$ cat src/rtl/mips16_fetch_pkg.sv
// Shared types for the 16-bit MIPS instruction fetch front-end.
package mips16_fetch_pkg;

  localparam int unsigned PC_W    = 13;
  localparam int unsigned INSTR_W = 16;

  // FETCH: requests may issue; DRAIN: discarding stale responses after a redirect
  typedef enum logic {
    FETCH = 1'b0,
    DRAIN = 1'b1
  } fetch_state_t;

  typedef struct packed {
    logic [PC_W-1:0]    pc;
    logic [INSTR_W-1:0] instr;
  } fetch_entry_t;

endpackage

$ cat src/rtl/fetch_fifo.sv
// Prefetch FIFO: DEPTH-entry synchronous FIFO of {pc, instr} entries with
// occupancy count, simultaneous push/pop and a synchronous clear.
module fetch_fifo
  import mips16_fetch_pkg::*;
#(
  parameter int unsigned DEPTH = 4
) (
  input  logic                    clk,
  input  logic                    rst_n,
  input  logic                    push,
  input  logic                    pop,
  input  logic                    clear,
  input  fetch_entry_t            din,
  output fetch_entry_t            dout,
  output logic [$clog2(DEPTH):0]  count
);

  localparam int unsigned AW      = $clog2(DEPTH);
  localparam logic [AW:0]   FULL    = (AW+1)'(DEPTH);
  localparam logic [AW:0]   CNT_ONE = (AW+1)'(1);
  localparam logic [AW-1:0] PTR_ONE = AW'(1);

  fetch_entry_t  mem [DEPTH];
  logic [AW-1:0] wr_ptr;
  logic [AW-1:0] rd_ptr;
  logic          do_push;
  logic          do_pop;

  // Qualify push/pop against occupancy; a push into a full FIFO is legal only alongside a pop
  always_comb begin
    do_pop  = pop && (count != '0);
    do_push = push && ((count != FULL) || do_pop);
    dout    = mem[rd_ptr];
  end

  // Pointer and occupancy tracking; clear wins over push/pop
  always_ff @(posedge clk or negedge rst_n) begin
    if (!rst_n) begin
      wr_ptr <= '0;
      rd_ptr <= '0;
      count  <= '0;
    end else if (clear) begin
      wr_ptr <= '0;
      rd_ptr <= '0;
      count  <= '0;
    end else begin
      if (do_push) wr_ptr <= wr_ptr + PTR_ONE;
      if (do_pop)  rd_ptr <= rd_ptr + PTR_ONE;
      case ({do_push, do_pop})
        2'b10:   count <= count + CNT_ONE;
        2'b01:   count <= count - CNT_ONE;
        default: ;
      endcase
    end
  end

  // Storage array, no reset needed: contents are only visible behind count
  always_ff @(posedge clk) begin
    if (do_push && !clear) mem[wr_ptr] <= din;
  end

endmodule

$ cat src/rtl/instr_fetch_unit.sv
// Instruction fetch front-end: sequential PC generation, credit-limited imem
// requests, prefetch FIFO towards decode, redirect flush with response discard.
// Optional build macro FETCH_STATS_EN adds flush/stall statistics counters.
module instr_fetch_unit
  import mips16_fetch_pkg::*;
#(
  parameter int unsigned     DEPTH    = 4,
  parameter int unsigned     MAX_OUT  = 2,
  parameter logic [PC_W-1:0] RESET_PC = '0
) (
  input  logic               clk,
  input  logic               rst,
  output logic               imem_req,
  output logic [PC_W-1:0]    imem_addr,
  input  logic               imem_gnt,
  input  logic               imem_rvalid,
  input  logic [INSTR_W-1:0] imem_rdata,
  output logic               instr_valid,
  output logic [INSTR_W-1:0] instr_data,
  output logic [PC_W-1:0]    instr_pc,
  input  logic               instr_ready,
  input  logic               redirect_valid,
  input  logic [PC_W-1:0]    redirect_pc,
  input  logic               halt
`ifdef FETCH_STATS_EN
  ,
  output logic [15:0]        stat_flush_cnt,
  output logic [15:0]        stat_stall_cnt
`endif
);

  localparam int unsigned     CW        = $clog2(DEPTH) + 1;
  localparam logic [CW-1:0]   MAX_OUT_C = CW'(MAX_OUT);
  localparam logic [CW:0]     DEPTH_C   = (CW+1)'(DEPTH);
  localparam logic [CW-1:0]   ONE_C     = CW'(1);
  localparam logic [PC_W-1:0] PC_ONE    = PC_W'(1);

  fetch_state_t    state, state_nxt;
  logic [PC_W-1:0] fetch_pc, fetch_pc_nxt;
  logic [PC_W-1:0] resp_pc, resp_pc_nxt;
  logic [CW-1:0]   outstanding, outstanding_nxt;
  logic [CW-1:0]   discard, discard_nxt;
  logic [CW-1:0]   fifo_count;
  logic [CW:0]     credit;
  logic            accept, rsp, push, pop;
  fetch_entry_t    fifo_din, fifo_head;

  // Request gating (credit rule keeps FIFO from overflowing) and next-state bookkeeping
  always_comb begin
    credit    = {1'b0, fifo_count} + {1'b0, outstanding};
    imem_addr = fetch_pc;
    imem_req  = rst && (state == FETCH) && !halt && !redirect_valid &&
                (outstanding < MAX_OUT_C) && (credit < DEPTH_C);
    accept    = imem_req && imem_gnt;
    // Responses with nothing outstanding belong to requests lost at reset
    rsp       = imem_rvalid && (outstanding != '0);
    push      = rsp && (discard == '0) && !redirect_valid;
    pop       = instr_valid && instr_ready;
    fifo_din  = '{pc: resp_pc, instr: imem_rdata};

    outstanding_nxt = outstanding;
    if (accept && !rsp)      outstanding_nxt = outstanding + ONE_C;
    else if (!accept && rsp) outstanding_nxt = outstanding - ONE_C;

    // On redirect accept is already blocked, so outstanding_nxt is exactly what is still in flight
    discard_nxt = discard;
    if (redirect_valid)              discard_nxt = outstanding_nxt;
    else if (rsp && discard != '0)   discard_nxt = discard - ONE_C;

    fetch_pc_nxt = fetch_pc;
    if (redirect_valid) fetch_pc_nxt = redirect_pc;
    else if (accept)    fetch_pc_nxt = fetch_pc + PC_ONE;

    resp_pc_nxt = resp_pc;
    if (redirect_valid) resp_pc_nxt = redirect_pc;
    else if (push)      resp_pc_nxt = resp_pc + PC_ONE;
  end

  // Next-state logic for fetch/drain control
  always_comb begin
    state_nxt = state;
    if (redirect_valid)
      state_nxt = (discard_nxt != '0) ? DRAIN : FETCH;
    else if (state == DRAIN && discard_nxt == '0)
      state_nxt = FETCH;
  end

  // FSM state register
  always_ff @(posedge clk or negedge rst) begin
    if (!rst) state <= FETCH;
    else      state <= state_nxt;
  end

  // PC, outstanding and discard counters
  always_ff @(posedge clk or negedge rst) begin
    if (!rst) begin
      fetch_pc    <= RESET_PC;
      resp_pc     <= RESET_PC;
      outstanding <= '0;
      discard     <= '0;
    end else begin
      fetch_pc    <= fetch_pc_nxt;
      resp_pc     <= resp_pc_nxt;
      outstanding <= outstanding_nxt;
      discard     <= discard_nxt;
    end
  end

  fetch_fifo #(
    .DEPTH (DEPTH)
  ) u_fifo (
    .clk   (clk),
    .rst_n (rst),
    .push  (push),
    .pop   (pop),
    .clear (redirect_valid),
    .din   (fifo_din),
    .dout  (fifo_head),
    .count (fifo_count)
  );

  // Decode-side view of the FIFO head; idle values when empty
  always_comb begin
    instr_valid = (fifo_count != '0);
    instr_data  = instr_valid ? fifo_head.instr : '0;
    instr_pc    = instr_valid ? fifo_head.pc    : RESET_PC;
  end

`ifdef FETCH_STATS_EN
  // Saturating redirect and decode-starvation counters
  always_ff @(posedge clk or negedge rst) begin
    if (!rst) begin
      stat_flush_cnt <= '0;
      stat_stall_cnt <= '0;
    end else begin
      if (redirect_valid && stat_flush_cnt != '1)
        stat_flush_cnt <= stat_flush_cnt + 16'd1;
      if (!instr_valid && !halt && stat_stall_cnt != '1)
        stat_stall_cnt <= stat_stall_cnt + 16'd1;
    end
  end
`endif

endmodule

$ cat config.mk
export PLATFORM = sky130hd
export DESIGN_NAME = instr_fetch_unit
export DESIGN_NICKNAME = d
export VERILOG_FILES = /design/src/rtl/mips16_fetch_pkg.sv /design/src/rtl/fetch_fifo.sv /design/src/rtl/instr_fetch_unit.sv
export SDC_FILE = /design/constraint.sdc
export NUM_CORES = 1
export LEC_CHECK = 0
export ABC_CLOCK_PERIOD_IN_PS = 4200
export CORE_MARGIN = 8
export CORE_UTILIZATION = 25
export CTS_BUF_LIST = sky130_fd_sc_hd__clkbuf_8
export DETAILED_ROUTE_END_ITERATION = 7
export PLACE_DENSITY = 0.5
export RECOVER_POWER = 50
export SLEW_MARGIN = 20
export SYNTH_ARGS = -nofsm -noshare
export SYNTH_HDL_FRONTEND = slang
export SYNTH_SLANG_ARGS = --single-unit
export TNS_END_PERCENT = 20
$ cat constraint.sdc
create_clock -name clk -period 4.2 [get_ports clk]
set_clock_uncertainty 0.2 [all_clocks]
set_input_delay 1.26 -clock clk [delete_from_list [all_inputs] [get_ports clk]]
set_output_delay 1.26 -clock clk [all_outputs]
set_load 0.005 [all_outputs]
==> ci_impl_report.md <==
## Implementation flow summary

| Metric | Value |
|---|---|
| R2r worst-path depth | `8` |
| Area leader share | `49.8%` |
| First-pass GRT wire length | `25.1 mm` |
| Rows | `61` |
| Outcome | `finished, violations left` |
| Pwr Total | `3.87 mW` |
| Setup bufs post-CTS | `0` |
| RSZ-0062 raised after global routing | `no` |
| Mapped Cells | `473` |
| Area delta synth->final | `24.2%` |
| IO Count | `80` |
| Worst rel slew slack | `-54.5%` |
| FF-to-FF setup slack | `0.98 ns` |
| Non-Filler Instances | `952` |
| Syn_nets | `523` |
| Worst Hold Class | `reg -> reg` |
| Failing checks | `max-capacitance violations, max-slew violations` |
| Max-cap violations | `1` |
| Critical path startpoint | `halt` |
| VDD IR max | `0.141 mV` |
| Worst Path Buf+Inv | `2` |
| Switch share | `30.6%` |
| Mux share | `11.5%` |
| GRT Max-Usage Layer | `met2` |
| Fin. max-slew vios | `41` |
| Crit path DAT | `2.62 ns` |
| CP Depth | `5` |
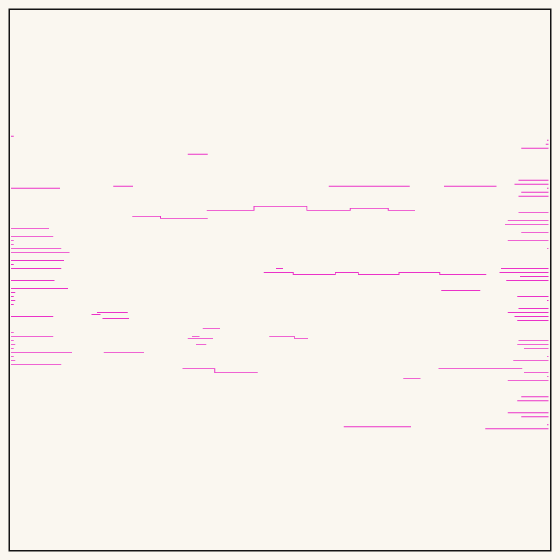
(images/met3.png)
82 nets have wire on it. The layer holds 6.1% of the routed length.
aggregate routed wire length: 15.9 mm
vias: 4269
M3 GR Usage: 3.54%

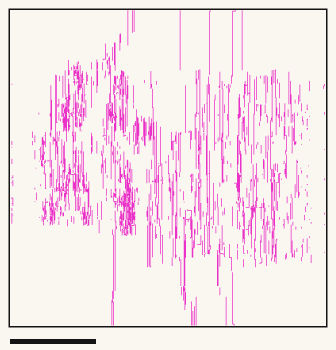
(images/met2.png)
The bar under the picture is 50 um long.
The layer carries 7270 um of wire. The layer holds 46% of the routed length. 518 nets have wire on it. The wires run mostly vertical. The longest straight run is 68.7 um.
met2 Track Usage GR: 14.9%

Power and IR drop assume default switching activity.
